File: src/rtl/uart_tx.sv
// UART transmitter: a small byte FIFO feeds a start/data/parity/stop serialiser.
// The serialiser advances only on baud_tick, and each bit lasts one tick interval.
module uart_tx #(
   parameter int DATA_BITS  = 8,
   parameter int PARITY     = 0,
   parameter int STOP_BITS  = 1,
   parameter int FIFO_DEPTH = 4
) (
   input  logic                          clk,
   input  logic                          rst_n,
   input  logic                          baud_tick,
   input  logic [DATA_BITS-1:0]          tx_data,
   input  logic                          tx_valid,
   output logic                          tx_ready,
   output logic                          tx,
   output logic                          busy,
   output logic [$clog2(FIFO_DEPTH):0]   fifo_count
);

   localparam int AW = $clog2(FIFO_DEPTH);
   localparam int BW = $clog2(DATA_BITS);

   typedef enum logic [2:0] {
      S_IDLE,
      S_START,
      S_DATA,
      S_PARITY,
      S_STOP
   } state_t;

   logic [DATA_BITS-1:0] fifo_mem [FIFO_DEPTH];
   logic [AW-1:0]        wr_ptr_reg;
   logic [AW-1:0]        rd_ptr_reg;
   logic [AW:0]          count_reg;
   logic                 push;
   logic                 pop;
   logic [DATA_BITS-1:0] head_data;

   state_t               state_reg, state_next;
   logic                 tx_reg, tx_next;
   logic [DATA_BITS-1:0] shift_reg, shift_next;
   logic [BW-1:0]        bit_cnt_reg, bit_cnt_next;
   logic                 stop_cnt_reg, stop_cnt_next;
   logic                 parity_reg, parity_next;
   logic                 load_frame;

   assign tx_ready   = (count_reg != (AW+1)'(FIFO_DEPTH));
   assign push       = tx_valid && tx_ready;
   assign head_data  = fifo_mem[rd_ptr_reg];
   assign fifo_count = count_reg;
   assign tx         = tx_reg;
   assign busy       = (state_reg != S_IDLE) || (count_reg != '0);

   // Storage needs no reset: the pointers alone define what is valid.
   always_ff @(posedge clk) begin
      if (push) begin
         fifo_mem[wr_ptr_reg] <= tx_data;
      end
   end

   always_ff @(posedge clk or negedge rst_n) begin
      if (!rst_n) begin
         wr_ptr_reg <= '0;
         rd_ptr_reg <= '0;
         count_reg  <= '0;
      end else begin
         if (push) begin
            wr_ptr_reg <= wr_ptr_reg + 1'b1;
         end
         if (pop) begin
            rd_ptr_reg <= rd_ptr_reg + 1'b1;
         end
         case ({push, pop})
            2'b10:   count_reg <= count_reg + 1'b1;
            2'b01:   count_reg <= count_reg - 1'b1;
            default: count_reg <= count_reg;
         endcase
      end
   end

   always_ff @(posedge clk or negedge rst_n) begin
      if (!rst_n) begin
         state_reg    <= S_IDLE;
         tx_reg       <= 1'b1;
         shift_reg    <= '0;
         bit_cnt_reg  <= '0;
         stop_cnt_reg <= 1'b0;
         parity_reg   <= 1'b0;
      end else begin
         state_reg    <= state_next;
         tx_reg       <= tx_next;
         shift_reg    <= shift_next;
         bit_cnt_reg  <= bit_cnt_next;
         stop_cnt_reg <= stop_cnt_next;
         parity_reg   <= parity_next;
      end
   end

   // Pop decisions use the registered count, so a byte pushed this cycle waits.
   always_comb begin
      state_next    = state_reg;
      tx_next       = tx_reg;
      shift_next    = shift_reg;
      bit_cnt_next  = bit_cnt_reg;
      stop_cnt_next = stop_cnt_reg;
      parity_next   = parity_reg;
      load_frame    = 1'b0;
      pop           = 1'b0;

      if (baud_tick) begin
         case (state_reg)
            S_IDLE: begin
               if (count_reg != '0) begin
                  load_frame = 1'b1;
               end
            end
            S_START: begin
               state_next   = S_DATA;
               tx_next      = shift_reg[0];
               bit_cnt_next = '0;
            end
            S_DATA: begin
               if (bit_cnt_reg == BW'(DATA_BITS-1)) begin
                  stop_cnt_next = 1'b0;
                  if (PARITY != 0) begin
                     state_next = S_PARITY;
                     tx_next    = parity_reg;
                  end else begin
                     state_next = S_STOP;
                     tx_next    = 1'b1;
                  end
               end else begin
                  shift_next   = shift_reg >> 1;
                  tx_next      = shift_reg[1];
                  bit_cnt_next = bit_cnt_reg + 1'b1;
               end
            end
            S_PARITY: begin
               state_next    = S_STOP;
               tx_next       = 1'b1;
               stop_cnt_next = 1'b0;
            end
            S_STOP: begin
               if (stop_cnt_reg == 1'(STOP_BITS-1)) begin
                  if (count_reg != '0) begin
                     load_frame = 1'b1;
                  end else begin
                     state_next = S_IDLE;
                     tx_next    = 1'b1;
                  end
               end else begin
                  stop_cnt_next = stop_cnt_reg + 1'b1;
               end
            end
            default: begin
               state_next = S_IDLE;
               tx_next    = 1'b1;
            end
         endcase
      end

      // Shared by IDLE and the last stop bit: the new frame starts immediately.
      if (load_frame) begin
         pop         = 1'b1;
         state_next  = S_START;
         tx_next     = 1'b0;
         shift_next  = head_data;
         parity_next = (PARITY == 1) ? ~(^head_data) : (^head_data);
      end
   end

endmodule

File: config.mk
export PLATFORM = sky130hd
export DESIGN_NAME = uart_tx
export DESIGN_NICKNAME = d
export VERILOG_FILES = /design/src/rtl/uart_tx.sv
export SDC_FILE = /design/constraint.sdc
export NUM_CORES = 1
export LEC_CHECK = 0
export CORE_ASPECT_RATIO = 1.75
export CORE_UTILIZATION = 46
export DETAILED_ROUTE_END_ITERATION = 10
export GPL_TIMING_DRIVEN = 0
export PLACE_DENSITY = 0.68
export SETUP_SLACK_MARGIN = 0.05
export SYNTH_ARGS = -nofsm -noshare
export SYNTH_HDL_FRONTEND = slang
export SYNTH_SLANG_ARGS = --single-unit
File: constraint.sdc
create_clock -name clk -period 2.3 [get_ports clk]
set_input_delay 0.345 -clock clk [delete_from_list [all_inputs] [get_ports clk]]
set_output_delay 0.345 -clock clk [all_outputs]
set_load 0.01 [all_outputs]
### Gate-type map

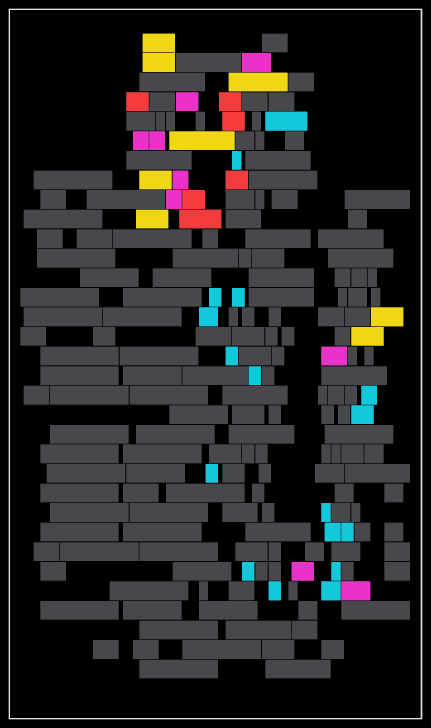
colour	family	cells
magenta	AND and OR gates	9
cyan	NOR gates	17
yellow	adder and majority cells	8
red	XOR/XNOR gates	6

### Register map, names as in the netlist

Scale bar: 20 µm.
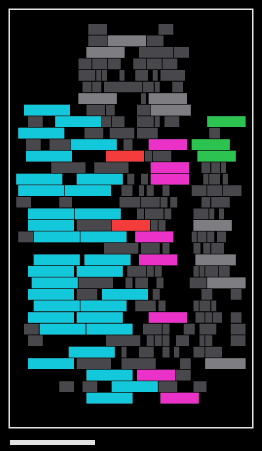
colour	name in the netlist	sequential cells
red	rd_ptr_reg	2
magenta	shift_reg	8
cyan	fifo_mem	32
green	bit_cnt_reg	3

==> flow_metrics.py <==
# Metrics from the implementation run
metrics = {
    "grt": {
        "grt_start_max_net_pins": 23,
        "grt_pass1_vias": 1579,
        "wire_length_of_the_first_global_routing_pass_um": 7410,
        "antenna_found_initial": 0,
    },
    "cells_and_area": {
        "antenna-diode-count": 0,
        "finish.cell_count_without_fillers": 251,
        "n_sequential_cell": 54,
        "clock_network_contribution_to_total_cell_area_pct": 3.43,
        "nNonClkInverters": 14,
        "clockBufferCount": 5,
        "seqCellArea_mm2": 0.00152,
        "finalInstanceArea_mm2": 0.00285,
        "area.share.sequential_pct": 53.2,
        "fin_nets": 216,
        "layout-area-overhead-vs-synth_pct": 16.6,
        "signal_buffers_share_of_area_pct": 8.92,
        "nonClockBufferCount": 31,
        "final_layout_size_suffix_gt1_share_pct": 25.9,
        "largest_register_ff_count": 32,
        "finish.utilization_pct": 56.8,
        "largest_cell_class": "registers",
    },
    "placement": {
        "detailed_place_hpwl_um": 3180,
        "port_buffers": 17,
        "gpl.final_weighted_congestion": 0.783,
        "post-place-cells": 237,
        "placement.setup.worst_slack_ns": -0.567,
    },
    "final_timing": {
        "totalNegativeSetupSlack_ns": 0,
        "hold_slack_ns": 0.551,
        "finalMaxSlewViolations": 0,
        "max_freq_ghz": 0.463,
        "period_minus_slack_ns": 2.16,
        "setup_viol_count_final": 0,
        "layout_setup_ws_ns": 0.142,
        "rsz_0062_raised_after_global_routing": "false",
        "final_hold_viol_count": 0,
        "finalClockSkew_ns": 0.00958,
        "timing.final.crit_share_pct": 93.8,
        "maxSlewHeadroom_pct": 32.5,
    },
    "pwr": {
        "irDropWorstVdd_uv": 689,
        "post-layout-total-power_w": 0.00369,
        "switching_power_w": 0.00131,
        "power.combinational.fraction_pct": 43.0,
        "power.internal_w": 0.00238,
        "leakagePower_nw": 1.08,
        "clkPwrFrac_pct": 15.2,
    },
    "drt": {
        "antenna_violating_nets_post_route": 0,
        "drt_iter0_drc": 45,
        "top_layer": "met4",
        "drt_pass1_iterations": 7,
        "drc": 2,
        "detail_route.wirelength.met1_um": 1520,
        "wl_met2_um": 2660,
        "detailroute.wirelength.met3_um": 98,
    },
    "logic_synthesis": {
        "top_area_cell": "edfxtp_1",
        "synth.top_cells.by_area": "edfxtp_1 39%, dfrtp_1 22%, mux4_2 7.4%",
        "synth-warning-count": 0,
        "ys_types": 39,
        "post-synth-top-area-fraction_pct": 39.3,
        "sequential_element_share_of_the_synthesized_area_pct": 61.9,
        "synth.area.mux_share_pct": 9.06,
        "ys.flops": 54,
        "mappedNetlistArea_mm2": 0.00244,
        "post_synth_tally_of_flip_flops_with_integrated_enable": 32,
        "synth-xor-area-share_pct": 2.46,
        "synth-simple-area-share_pct": 9.06,
        "ys_cells": 166,
        "primary_ff_master_synth": "edfxtp_1",
        "synthesis.area_per_instance_um2": 14.7,
        "common_cells": "32 x edfxtp_1, 21 x dfrtp_1, 14 x inv_1, 10 x o21ai_0",
        "yosys.stat.chipArea_mm2": 0.00244,
        "synth_cells": 166,
    },
    "outcome": {
        "violations": "design-rule violations",
        "run_status": "complete, but fails checks",
    },
    "floorplan": {
        "die_area_mm2": 0.00562,
        "chipWidth_um": 57.1,
        "die_height_um": 98.4,
        "num_rows": 34,
        "num_io_pins": 18,
        "floorplan.initialDensity_pct": 48.7,
    },
    "run": {
        "openroad_warnings": 31,
        "max-cap-violations": 0,
    },
    "worst_setup_path": {
        "path_class": "register to register",
        "arrival_ns": 2.39,
        "startpoint_type": "register",
    },
    "clocking": {
        "tritoncts": "done",
        "clk_root_buffer_cell": "clkbuf_8",
        "clock_tree.htree_level_count": 2,
        "cts_sinks": 54,
        "max-clock-path-buffers": 2,
    },
}
### Signal wires on met3

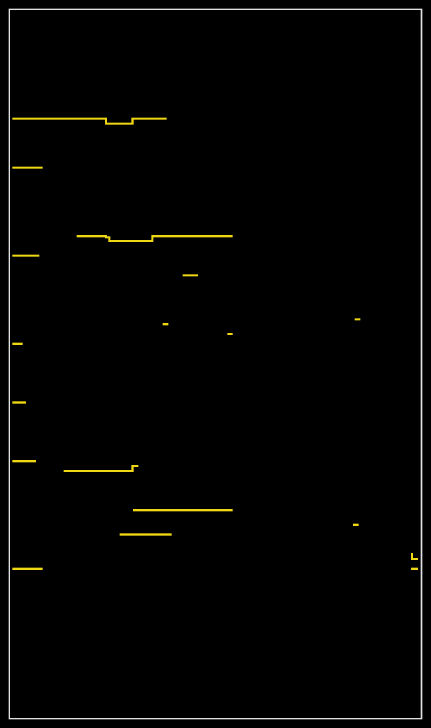
wire length on this layer	98.4 µm
share of all routed wire	2.3%
longest straight run	13.6 µm
Final Routed Wirelength: 4370 µm
met3 Usage GRT: 3.28%
vias post-DR: 1417

### Routing congestion

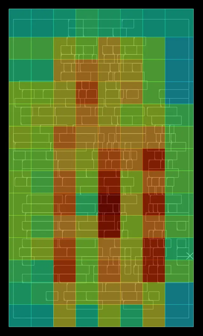
Routed wire per std cell: 17.4 µm
global-route layer with the greatest usage: met2
global-route met2 utilization: 33.9%
overall fraction of global-route tracks in use: 17.6%
met1 track demand over resource: 17.8%

-- what timing repair did --
action                                  CTS  global route
setup buffers                             3             5
endpoints found under the hold margin     0             0
hold buffers                              0             0
resized                                   4             4
pin swaps                                 1             5
gates cloned                              0             0
endpoints found under the setup margin    3             2
-- final timing paths --
check                              startpoint       endpoint  slack, ns  cells after the start
worst max-delay path             state_reg[0]  fifo_count[2]       0.14                      9
worst min-delay path                baud_tick   state_reg[1]       0.55                      3
worst max register to register   state_reg[0]  fifo_count[2]       0.14                      9
worst min register to register  fifo_count[2]  fifo_count[2]       0.58                      1
max in group asynchronous               rst_n  fifo_count[0]       1.04                      1
min in group asynchronous               rst_n   shift_reg[0]       0.57                      1
-- critical path, stage by stage, from the launching register on --
cell and delay, ns:
dfrtp_1 0.42, or3b_4 0.41, or2_4 0.27, inv_4 0.06, ha_4 0.12, inv_2 0.03, fa_2 0.32, xor2_1 0.14
nor2_1 0.13, xor2_1 0.16
-- power by group through the flow --
stage	combinational (W)	sequential (W)	clock [W]
floorplan	0.00111	0.00153	0
global placement	0.00143	0.00154	0
detailed placement	0.00149	0.00158	0
CTS	0.00155	0.00155	0.000571
global route	0.00176	0.00158	0.000597
finish	0.00159	0.00154	0.000560
-- layout by cell type, fill, tap and decap left out, types with 2 or more instances in the layout --
master / instances
clkbuf_8: 5
nor2b_1: 2
edfxtp_1: 32
or3b_4: 2
o21ai_0: 10
buf_4: 8
o22ai_1: 4
nor3_1: 8
xor2_1: 3
inv_1: 11
inv_2: 2
nor2_1: 3
clkbuf_1: 4
nor3b_1: 2
and3_1: 4
mux4_2: 8
dfrtp_1: 19
dfrtp_2: 2
a22oi_1: 3
nand3_1: 7
ha_1: 6
clkdlybuf4s50_1: 16
a31oi_2: 7
xnor2_1: 2
mux2i_1: 3
Power figures rest on the tool's default switching activity, not on a simulated workload.
